==> src/rtl/eca_pkg.sv <==
// Shared types and constants for the elementary cellular automaton VGA renderer.
package eca_pkg;

   typedef enum logic {
      INIT = 1'b0,
      RUN  = 1'b1
   } eca_state_t;

   localparam logic [7:0] DEFAULT_RULE  = 8'd30;
   localparam logic [5:0] DEFAULT_COLOR = 6'b111111;

   // Index of the single live cell in the seed row.
   function automatic int seed_idx(input int grid_w);
      return grid_w / 2;
   endfunction

endpackage

==> src/rtl/eca_next_gen.sv <==
// Combinational one-generation step of a 1-D elementary cellular automaton.
// WRAP=1 gives a toroidal row, WRAP=0 reads out-of-range neighbours as 0.
module eca_next_gen #(
   parameter int GRID_W = 150,
   parameter bit WRAP   = 1'b0
) (
   input  logic [GRID_W-1:0] row_in,
   input  logic [7:0]        rule,
   output logic [GRID_W-1:0] row_out
);

   // ext[i+1] holds row_in[i]; ext[0] and ext[GRID_W+1] are the edge neighbours.
   logic [GRID_W+1:0] ext;
   logic              left_edge;
   logic              right_edge;

   assign left_edge  = WRAP ? row_in[GRID_W-1] : 1'b0;
   assign right_edge = WRAP ? row_in[0]        : 1'b0;
   assign ext        = {right_edge, row_in, left_edge};

   for (genvar i = 0; i < GRID_W; i++) begin : g_cell
      assign row_out[i] = rule[{ext[i], ext[i+1], ext[i+2]}];
   end

endmodule

==> src/rtl/eca_vga_renderer.sv <==
// Draws successive ECA generations as stacked cell rows, scrolling one row per frame.
// Define ECA_WRAP_EN for a toroidal row boundary; otherwise edges read as dead cells.
module eca_vga_renderer
   import eca_pkg::*;
#(
   parameter int GRID_W    = 150,
   parameter int CELL_LOG2 = 2,
   parameter int H_VIS     = 640,
   parameter int V_VIS     = 480,
   parameter int V_LAST    = 524
) (
   input  logic       clk,
   input  logic       reset,
   input  logic [9:0] hpos,
   input  logic [9:0] vpos,
   input  logic       display_on,
   input  logic [7:0] rule,
   input  logic [5:0] color,
   input  logic       reseed,
   output logic [5:0] rgb,
   output logic       seeding
);

`ifdef ECA_WRAP_EN
   localparam bit WRAP = 1'b1;
`else
   localparam bit WRAP = 1'b0;
`endif

   localparam int         GRID_PIX  = GRID_W << CELL_LOG2;
   localparam int         PAD       = (H_VIS - GRID_PIX) / 2;
   localparam int         IDX_W     = $clog2(GRID_W);
   localparam logic [9:0] CELL_MASK = 10'((1 << CELL_LOG2) - 1);
   localparam logic [GRID_W-1:0] SEED_ROW =
      {{(GRID_W-1){1'b0}}, 1'b1} << seed_idx(GRID_W);

   eca_state_t        state_q;
   logic              seeding_q;
   logic [GRID_W-1:0] cur_row_q;
   logic [GRID_W-1:0] save_row_q;
   logic [7:0]        rule_q;
   logic [5:0]        color_q;
   logic              reseed_pend_q;
   logic [GRID_W-1:0] gen_d;

   logic [9:0]        x;
   logic [IDX_W-1:0]  cell_idx;
   logic              in_grid;
   logic              frame_start;
   logic              row_step;
   logic              first_row;
   logic              do_seed;

   eca_next_gen #(
      .GRID_W (GRID_W),
      .WRAP   (WRAP)
   ) u_next_gen (
      .row_in  (cur_row_q),
      .rule    (rule_q),
      .row_out (gen_d)
   );

   // Wrapping subtraction makes hpos < PAD land far beyond the grid width.
   assign x        = hpos - 10'(PAD);
   assign cell_idx = IDX_W'(x >> CELL_LOG2);
   assign in_grid  = display_on && (x < 10'(GRID_PIX));

   // Both events fire on the first hblank cycle, so a visible line never sees a partial row.
   assign frame_start = (hpos == 10'(H_VIS)) && (vpos == 10'(V_LAST));
   assign row_step    = (hpos == 10'(H_VIS)) && (vpos < 10'(V_VIS)) &&
                        ((vpos & CELL_MASK) == CELL_MASK);
   assign first_row   = (vpos == CELL_MASK);
   assign do_seed     = (state_q == INIT) || reseed_pend_q || reseed;

   always_ff @(posedge clk) begin
      if (reset) begin
         state_q       <= INIT;
         seeding_q     <= 1'b1;
         cur_row_q     <= '0;
         save_row_q    <= '0;
         rule_q        <= DEFAULT_RULE;
         color_q       <= DEFAULT_COLOR;
         reseed_pend_q <= 1'b0;
      end else if (frame_start) begin
         rule_q  <= rule;
         color_q <= color;
         if (do_seed) begin
            cur_row_q     <= SEED_ROW;
            save_row_q    <= SEED_ROW;
            state_q       <= RUN;
            seeding_q     <= 1'b1;
            reseed_pend_q <= 1'b0;
         end else begin
            cur_row_q <= save_row_q;
            seeding_q <= 1'b0;
         end
      end else begin
         if (row_step) begin
            cur_row_q <= gen_d;
            // Generation 1 of this frame becomes generation 0 of the next.
            if (first_row) begin
               save_row_q <= gen_d;
            end
         end
         if (reseed) begin
            reseed_pend_q <= 1'b1;
         end
      end
   end

   always_comb begin
      rgb = '0;
      if (in_grid && cur_row_q[cell_idx]) begin
         rgb = color_q;
      end
   end

   assign seeding = seeding_q;

endmodule
==> config.mk <==
export PLATFORM = sky130hd
export DESIGN_NAME = eca_vga_renderer
export DESIGN_NICKNAME = d
export VERILOG_FILES = /design/src/rtl/eca_pkg.sv /design/src/rtl/eca_next_gen.sv /design/src/rtl/eca_vga_renderer.sv
export SDC_FILE = /design/constraint.sdc
export NUM_CORES = 1
export LEC_CHECK = 0
export CORE_ASPECT_RATIO = 1.5
export CORE_MARGIN = 2
export CORE_UTILIZATION = 50
export CTS_CLUSTER_SIZE = 20
export DETAILED_ROUTE_END_ITERATION = 7
export PLACE_DENSITY_LB_ADDON = 0.1
export SYNTH_ARGS = -nofsm -noshare
export SYNTH_HDL_FRONTEND = slang
export SYNTH_HIERARCHICAL = 1
export SYNTH_SLANG_ARGS = --single-unit
==> constraint.sdc <==
create_clock -name clk -period 15.82 [get_ports clk]
set_input_delay 3.955 -clock clk [delete_from_list [all_inputs] [get_ports clk]]
set_output_delay 3.955 -clock clk [all_outputs]
set_load 0.005 [all_outputs]
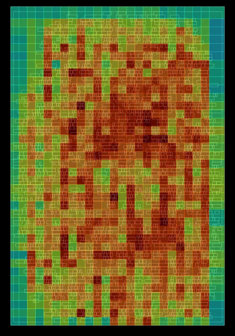
Run 1: routing congestion map
routing usage on met1: 38.1%
Final Util: 53.2%

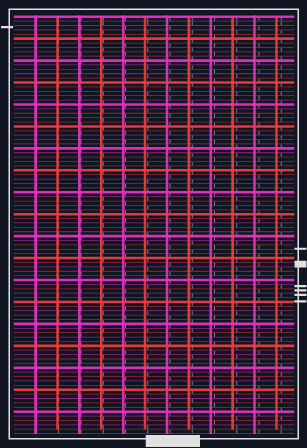
Run 1: PDN straps and rails
Pins as bars on the die edge. Tap cells in grey.
Key: red = VDD; magenta = VSS
45 signal pins sit on the boundary. 12 straps on met4. The core has 95 rows.
Die X: 178 µm
Peak VDD IR: 0.0723 mV

==> metrics.yaml, run 1 <==
placement:
  routabilityCongestion: 0.918
  preCtsSetupSlack_ns: 3.14
  postPlaceCellArea_um2: 22600
  io_buffers: 44
  dpl.hpwl_um: 45000
  dpl.cell_count: 3226
critical_path:
  worst_path_most_repeated_cell: "mux2_2"
  end_kind: "primary output"
  crit_cells: 12
  crit_chain: "buf_2 -> buf_4 -> clkinv_1 -> ha_1 -> xnor2_4 -> mux4_2 -> mux2_2 -> mux2_2 -> o2111a_1 -> a2bb2oi_2 -> a21boi_1 -> clkdlybuf4s50_1"
  r2r_slack_ns: 12.20
  path_delay_family: "buffers and inverters"
  worstPathArrival_ns: 8.72
  slowest_stage: "xnor2_4"
  crit_type: "primary input to primary output"
  startpoint: "hpos[2]"
  required_ns: 11.86
  critPathLaunchType: "primary input"
  critPathMaxFanout: 32
synth:
  ys_ff: 317
  synth-main-ff-cell: "dfxtp_1"
  top_cells_by_area: "dfxtp_1 (28%), mux4_2 (8.2%), a221oi_1 (6.8%)"
  top_cell_area_share_pct: 27.9
  yosys_cells: 2942
  netlist_instances: 2942
  postSynthSeqShare_pct: 27.9
die:
  tap_cells: 582
  die_area_um2: 47300
  boundaryPins: 45
clock_tree:
  cts-resized-gates: 0
  clk_pin_slew_ns: 0.06
  cts_tree: "yes"
  cts_made_buffers: 37
  clock_sinks: 317
  post-cts-setup-buffers: 0
  clk_path_buf_depth: 3
global_routing:
  antenna_found_initial: 4
  grt_pass1_vias: 22900
  grt_busiest_layer: "met2"
  grt_first_pass_wirelength_um: 125000
  grt_max_degree: 155
  grt_overflow: 0
run_status:
  status: "finished, final reports clean"
timing:
  fin_hold_ws_ns: 0.461
  period_used_pct: 80.1
  rsz0062_at_grt: "false"
  fin_ws_ns: 3.15
  hold_viol_final: 0
  finalSetupViolCount: 0
  worstMarginPinSlew_ns: 1.27
  timing.fmax_mhz: 78.9
  slew_violations: 0
  final.setup.tns_ns: 0
drt:
  drtIter0Drc: 2434
  top_layer_used: "met4"
  wl_met3_um: 6200
  m1WireLength_um: 30400
  ant_nets: 0
job:
  warnings: 30
finish:
  nNetsFinal: 2723
  finalNonFillerCells: 3296
  signal_buffers: 73
  biggestCellCategory: "combinational gates"
  layout_top_cell: "nor2_1"
  syn_to_final_growth_pct: 5.03
  comb_area_um2: 14500
  diodes: 5
  flop-count: 317
  comb_area_share_pct: 60.6
  layout-drive-gt1-share_pct: 7.97
hold_path:
  holdCritPathClass: "register to register"
  hold_end: "color_q[5]"
power_and_ir_drop:
  switching_power_mw: 0.400
  pwr-share-clk_pct: 51.5
  power_mw: 1.77
  switching_share_pct: 22.6
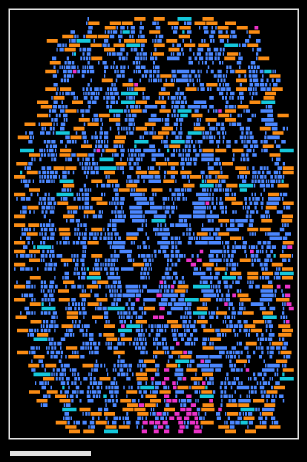
Run 1: cell classes on the final placement
The bar under the picture is 50 µm long.
Key: orange = sequential cells [cells 317, share of their area 27%]; magenta = remaining buffers and delay cells [cells 73, share of their area 2.8%]; cyan = clock drivers and dummy loads [cells 65, share of their area 5.4%]; blue = combinational and other logic [cells 2254, share of their area 64%]
Finished Cell Area: 23900 µm²
Std-Cell Rows: 95
total core area: 44900 µm²
Seq/total area: 26.6%

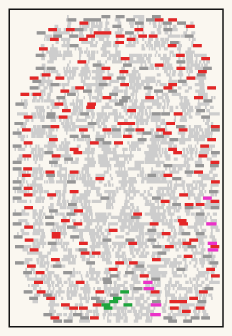
Run 1: sequential cells coloured by netlist name
Other sequential cells in the stronger grey, the rest of the logic in the fainter grey.
Key: green = `color_q` [sequential cells 6, where bottom centre]; magenta = `rule_q` [sequential cells 8, where lower right]; red = `cur_row_q` [sequential cells 150, where spread over the die]
Another 153 sequential cells are not coloured.
Seq group: 0.798 mW
Sequential Area: 6370 µm²

[run 1: flip-flops by register name, summed over array words and instances (netlist names)]
signal	cells
save_row_q	150
cur_row_q	150
color_q	6
rule_q	8
state_q	1
seeding	1
reseed_pend_q	1
[run 1: logic make-up after synthesis]
kind of cell,Yosys count,share of synthesized area (%)
mux,110,9.52
simple gates,1010,20.5
xor+xnor,7,0.302
flops,317,27.9
buf+inv,473,8.66
fa+ha+maj,2,0.110
compound gates,1023,33.0
[run 1: power by group through the flow]
stage          sequential, mW  clock (mW)  combinational [mW]
5_1_grt                 0.797       0.954              0.0657
3_5_place_dp            0.816           0              0.0614
4_1_cts                 0.798       0.927              0.0613
6_report                0.798       0.914              0.0613
3_3_place_gp            0.816           0              0.0595
2_1_floorplan           0.816           0              0.0387
Run 1, routed clock nets over the placement:
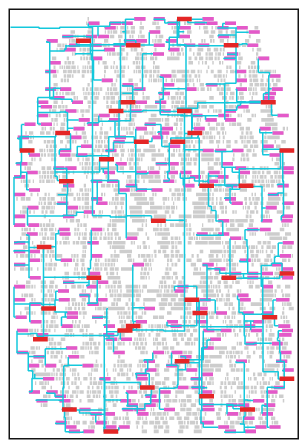

--- run 2 (diff from run 1) ---
Clock period 15.82 ns to 10.9 ns, I/O delays scaled along.
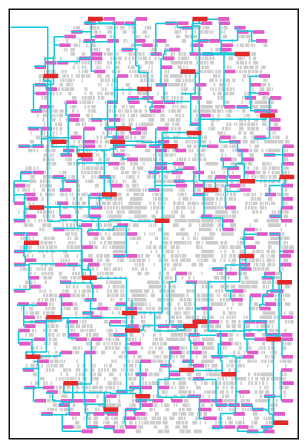
Run 2: routed clock nets over the placement
Key: cyan = clock wires [length 4920 µm]; red = clock drivers [count 36]; magenta = flip-flops [count 317]
There are 37 routed clock nets. Position of the flops: spread over the die.
clk pwr: 1.21 mW
clk_skew: 0.0131 ns
Clk pwr share: 49.4%
worst skew pair latency: 0.54 ns

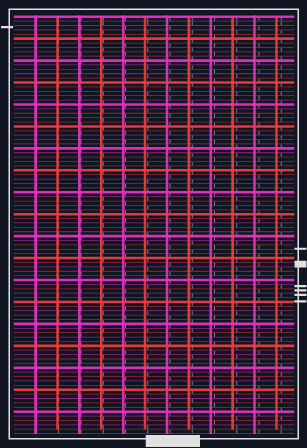
Run 2: PDN straps and rails
Pins as bars on the die edge. Tap cells in grey.
Key: red = VDD; magenta = VSS
The core has 95 rows. 96 met1 rails follow the rows. 19 straps on met5.
chip height: 265 µm
Peak VDD IR: 0.0937 mV

==> metrics.yaml, run 2 <==
global_routing:
  grt_overflow: 0  # unchanged
  grt_pass1_vias: 22800  # was 22900
  antenna_found_initial: 6  # was 4
  grt_use_met1_pct: 37.4  # was 38.1%
  grt_first_pass_wirelength_um: 123000  # was 125000 µm
  grt_busiest_layer: "met2"  # unchanged
  grt_max_degree: 164  # was 155
finish:
  diodes: 4  # was 5
  finish.utilization_pct: 52.9  # was 53.2%
  signal_buffers: 75  # was 73
  layout_top_cell: "nor2_1"  # unchanged
  finalNonFillerCells: 3294  # was 3296
  sh_seq_area_pct: 26.8  # was 26.6%
  largestRegisters: "cur_row_q: 150 flops, save_row_q: 150 flops, rule_q: 8 flops"  # unchanged
  inv_count: 102  # unchanged
  syn_to_final_growth_pct: 4.54  # was 5.03%
  seqCellArea_um2: 6370  # unchanged
  comb_area_um2: 14500  # unchanged
  nNetsFinal: 2724  # was 2723
  flop-count: 317  # unchanged
  clock_cell_area_share_pct: 4.75  # was 5.25%
  buf_share_pct: 2.83  # was 2.75%
  layout_top_cells: "nor2_1 (354), dfxtp_1 (310), nand2_1 (262), nor3_1 (184), a221oi_1 (176)"  # unchanged
  biggestCellCategory: "combinational gates"  # unchanged
  comb_area_share_pct: 60.9  # was 60.6%
  stdcell_area_um2: 23800  # was 23900 µm²
  layout-drive-gt1-share_pct: 7.90  # was 7.97%
synth:
  postSynthAreaPerCell_um2: 7.73  # unchanged
  netlist_instances: 2942  # unchanged
  ys_top_logic_family: "AND-OR/OR-AND gates"  # unchanged
  ys_ff: 317  # unchanged
  top_cell: "nor2_1"  # unchanged
  synth-xor-area-share_pct: 0.302  # unchanged
  top_cells_by_area: "dfxtp_1 (28%), mux4_2 (8.2%), a221oi_1 (6.8%)"  # unchanged
  synth-compound-area-share_pct: 33.0  # unchanged
  synthMuxAreaShare_pct: 9.52  # unchanged
  yosys_cells: 2942  # unchanged
  syn-num-nets: 2982  # unchanged
  synth_area_um2: 22800  # unchanged
  postSynthSeqShare_pct: 27.9  # unchanged
  simple_gate_share_pct: 20.5  # unchanged
  synth-main-ff-cell: "dfxtp_1"  # unchanged
  yosys.area_share.adder_pct: 0.110  # unchanged
  async_flop_share_pct: 0  # unchanged
  top_cell_area_share_pct: 27.9  # unchanged
  top_cells_by_count: "nor2_1 (354), dfxtp_1 (317), nand2_1 (263), clkbuf_1 (252), nor3_1 (184)"  # unchanged
clock_tree:
  cts-resized-gates: 0  # unchanged
  clock_sinks: 317  # unchanged
  cts_made_buffers: 36  # was 37
  clk_path_buf_depth: 3  # unchanged
  cts_tree: "yes"  # unchanged
  cts_hold_buf: 0  # unchanged
  post-cts-setup-buffers: 0  # unchanged
  clk_pin_slew_ns: 0.06  # about the same
power_and_ir_drop:
  p_leak_nw: 7.11  # was 7.16 nW
  power.density_nw_per_um2: 103  # was 74.2 nW/µm²
  power_mw: 2.46  # was 1.77 mW
critical_path:
  crit_type: "primary input to primary output"  # unchanged
  crit_chain: "clkdlybuf4s50_1 -> inv_1 -> ha_1 -> xnor2_4 -> mux4_2 -> mux2_2 -> mux2_2 -> o2111a_1 -> a2bb2oi_2 -> a21boi_1 -> clkdlybuf4s50_1"  # was buf_2 -> buf_4 -> clkinv_1 -> ha_1 -> xnor2_4 -> mux4_2 -> mux2_2 -> mux2_2 -> o2111a_1 -> a2bb2oi_2 -> a21boi_1 -> clkdlybuf4s50_1
  critPathMaxFanout: 23  # was 32
  startpoint: "hpos[3]"  # was hpos[2]
  reg2reg_from: "rule_q[5]"  # was rule_q[6]
  path_delay_family: "multiplexers"  # was buffers and inverters
  slowest_stage: "xnor2_4"  # unchanged
  required_ns: 8.18  # was 11.86 ns
  end_kind: "primary output"  # unchanged
  critPathLaunchType: "primary input"  # unchanged
  crit_cells: 11  # was 12
  r2r_slack_ns: 7.27  # was 12.20 ns
  worstPathArrival_ns: 6.83  # was 8.72 ns
  critPathMaxStageDelay_ns: 0.80  # was 0.79 ns
drt:
  ant_nets: 0  # unchanged
  m1WireLength_um: 29800  # was 30400 µm
  wl_met3_um: 6280  # was 6200 µm
  drtIter0Drc: 2412  # was 2434
  top_layer_used: "met5"  # was met4
  dr_wl_met2_um: 38900  # was 39200 µm
  drt-wirelength-per-cell_um: 24.0  # was 24.3 µm
die:
  fp_util_pct: 50.6  # unchanged
  fp.dieW_um: 178  # unchanged
  die_area_um2: 47300  # unchanged
  tap_cells: 582  # unchanged
  boundaryPins: 45  # unchanged
  rows: 95  # unchanged
  core_um2: 44900  # unchanged
placement:
  io_buffers: 44  # unchanged
  postPlaceCellArea_um2: 22600  # about the same
  routabilityCongestion: 0.922  # was 0.918
  dpl.hpwl_um: 44700  # was 45000 µm
  dpl.cell_count: 3228  # was 3226
  preCtsSetupSlack_ns: 1.37  # was 3.14 ns
job:
  warnings: 29  # was 30
run_status:
  status: "finished, final reports clean"  # unchanged
timing:
  final.setup.tns_ns: 0  # unchanged
  finalSetupViolCount: 0  # unchanged
  fin_ws_ns: 1.35  # was 3.15 ns
  rsz0062_at_grt: "false"  # unchanged
  period_used_pct: 87.6
  slew_violations: 0  # unchanged
  fin_hold_ws_ns: 0.475  # was 0.461 ns
  hold_viol_final: 0  # unchanged
  worstMarginPinSlew_ns: 1.14  # was 1.27 ns
  timing.fmax_mhz: 105
hold_path:
  min_from: "color_q[5]"  # unchanged
  holdCritPathClass: "register to register"  # unchanged
run 2: final timing paths:
check,to
min,color_q[5]
min reg2reg,color_q[5]
max reg2reg,cur_row_q[77]
max,rgb[3]
run 2: worst reg2reg max path: cells and delay by family, from the launching register on:
family                 cells  cell delay, ns
buffers and inverters      3            2.05
AND-OR/OR-AND              4            1.02
flip-flops                 1            0.31
AND/OR/NAND/NOR            1            0.18
run 2: logic make-up (layout without fill, tap and decap cells):
family                     Yosys count  count (layout)
AOI/OAI and AO/OA                 1023            1023
DFF                                317             317
and+or+nand+nor                   1010            1010
buffers and inverters              473             239
adders and majority gates            2               2
xor gates and xnor gates             7               7
muxes                              110             110
other                                0               4
run 2: where the power goes:
group	internal (mW)	switching, mW
registers	1.16	0.000417
logic	0.0357	0.0524
clock network	0.692	0.522
Power and IR drop assume default switching activity.
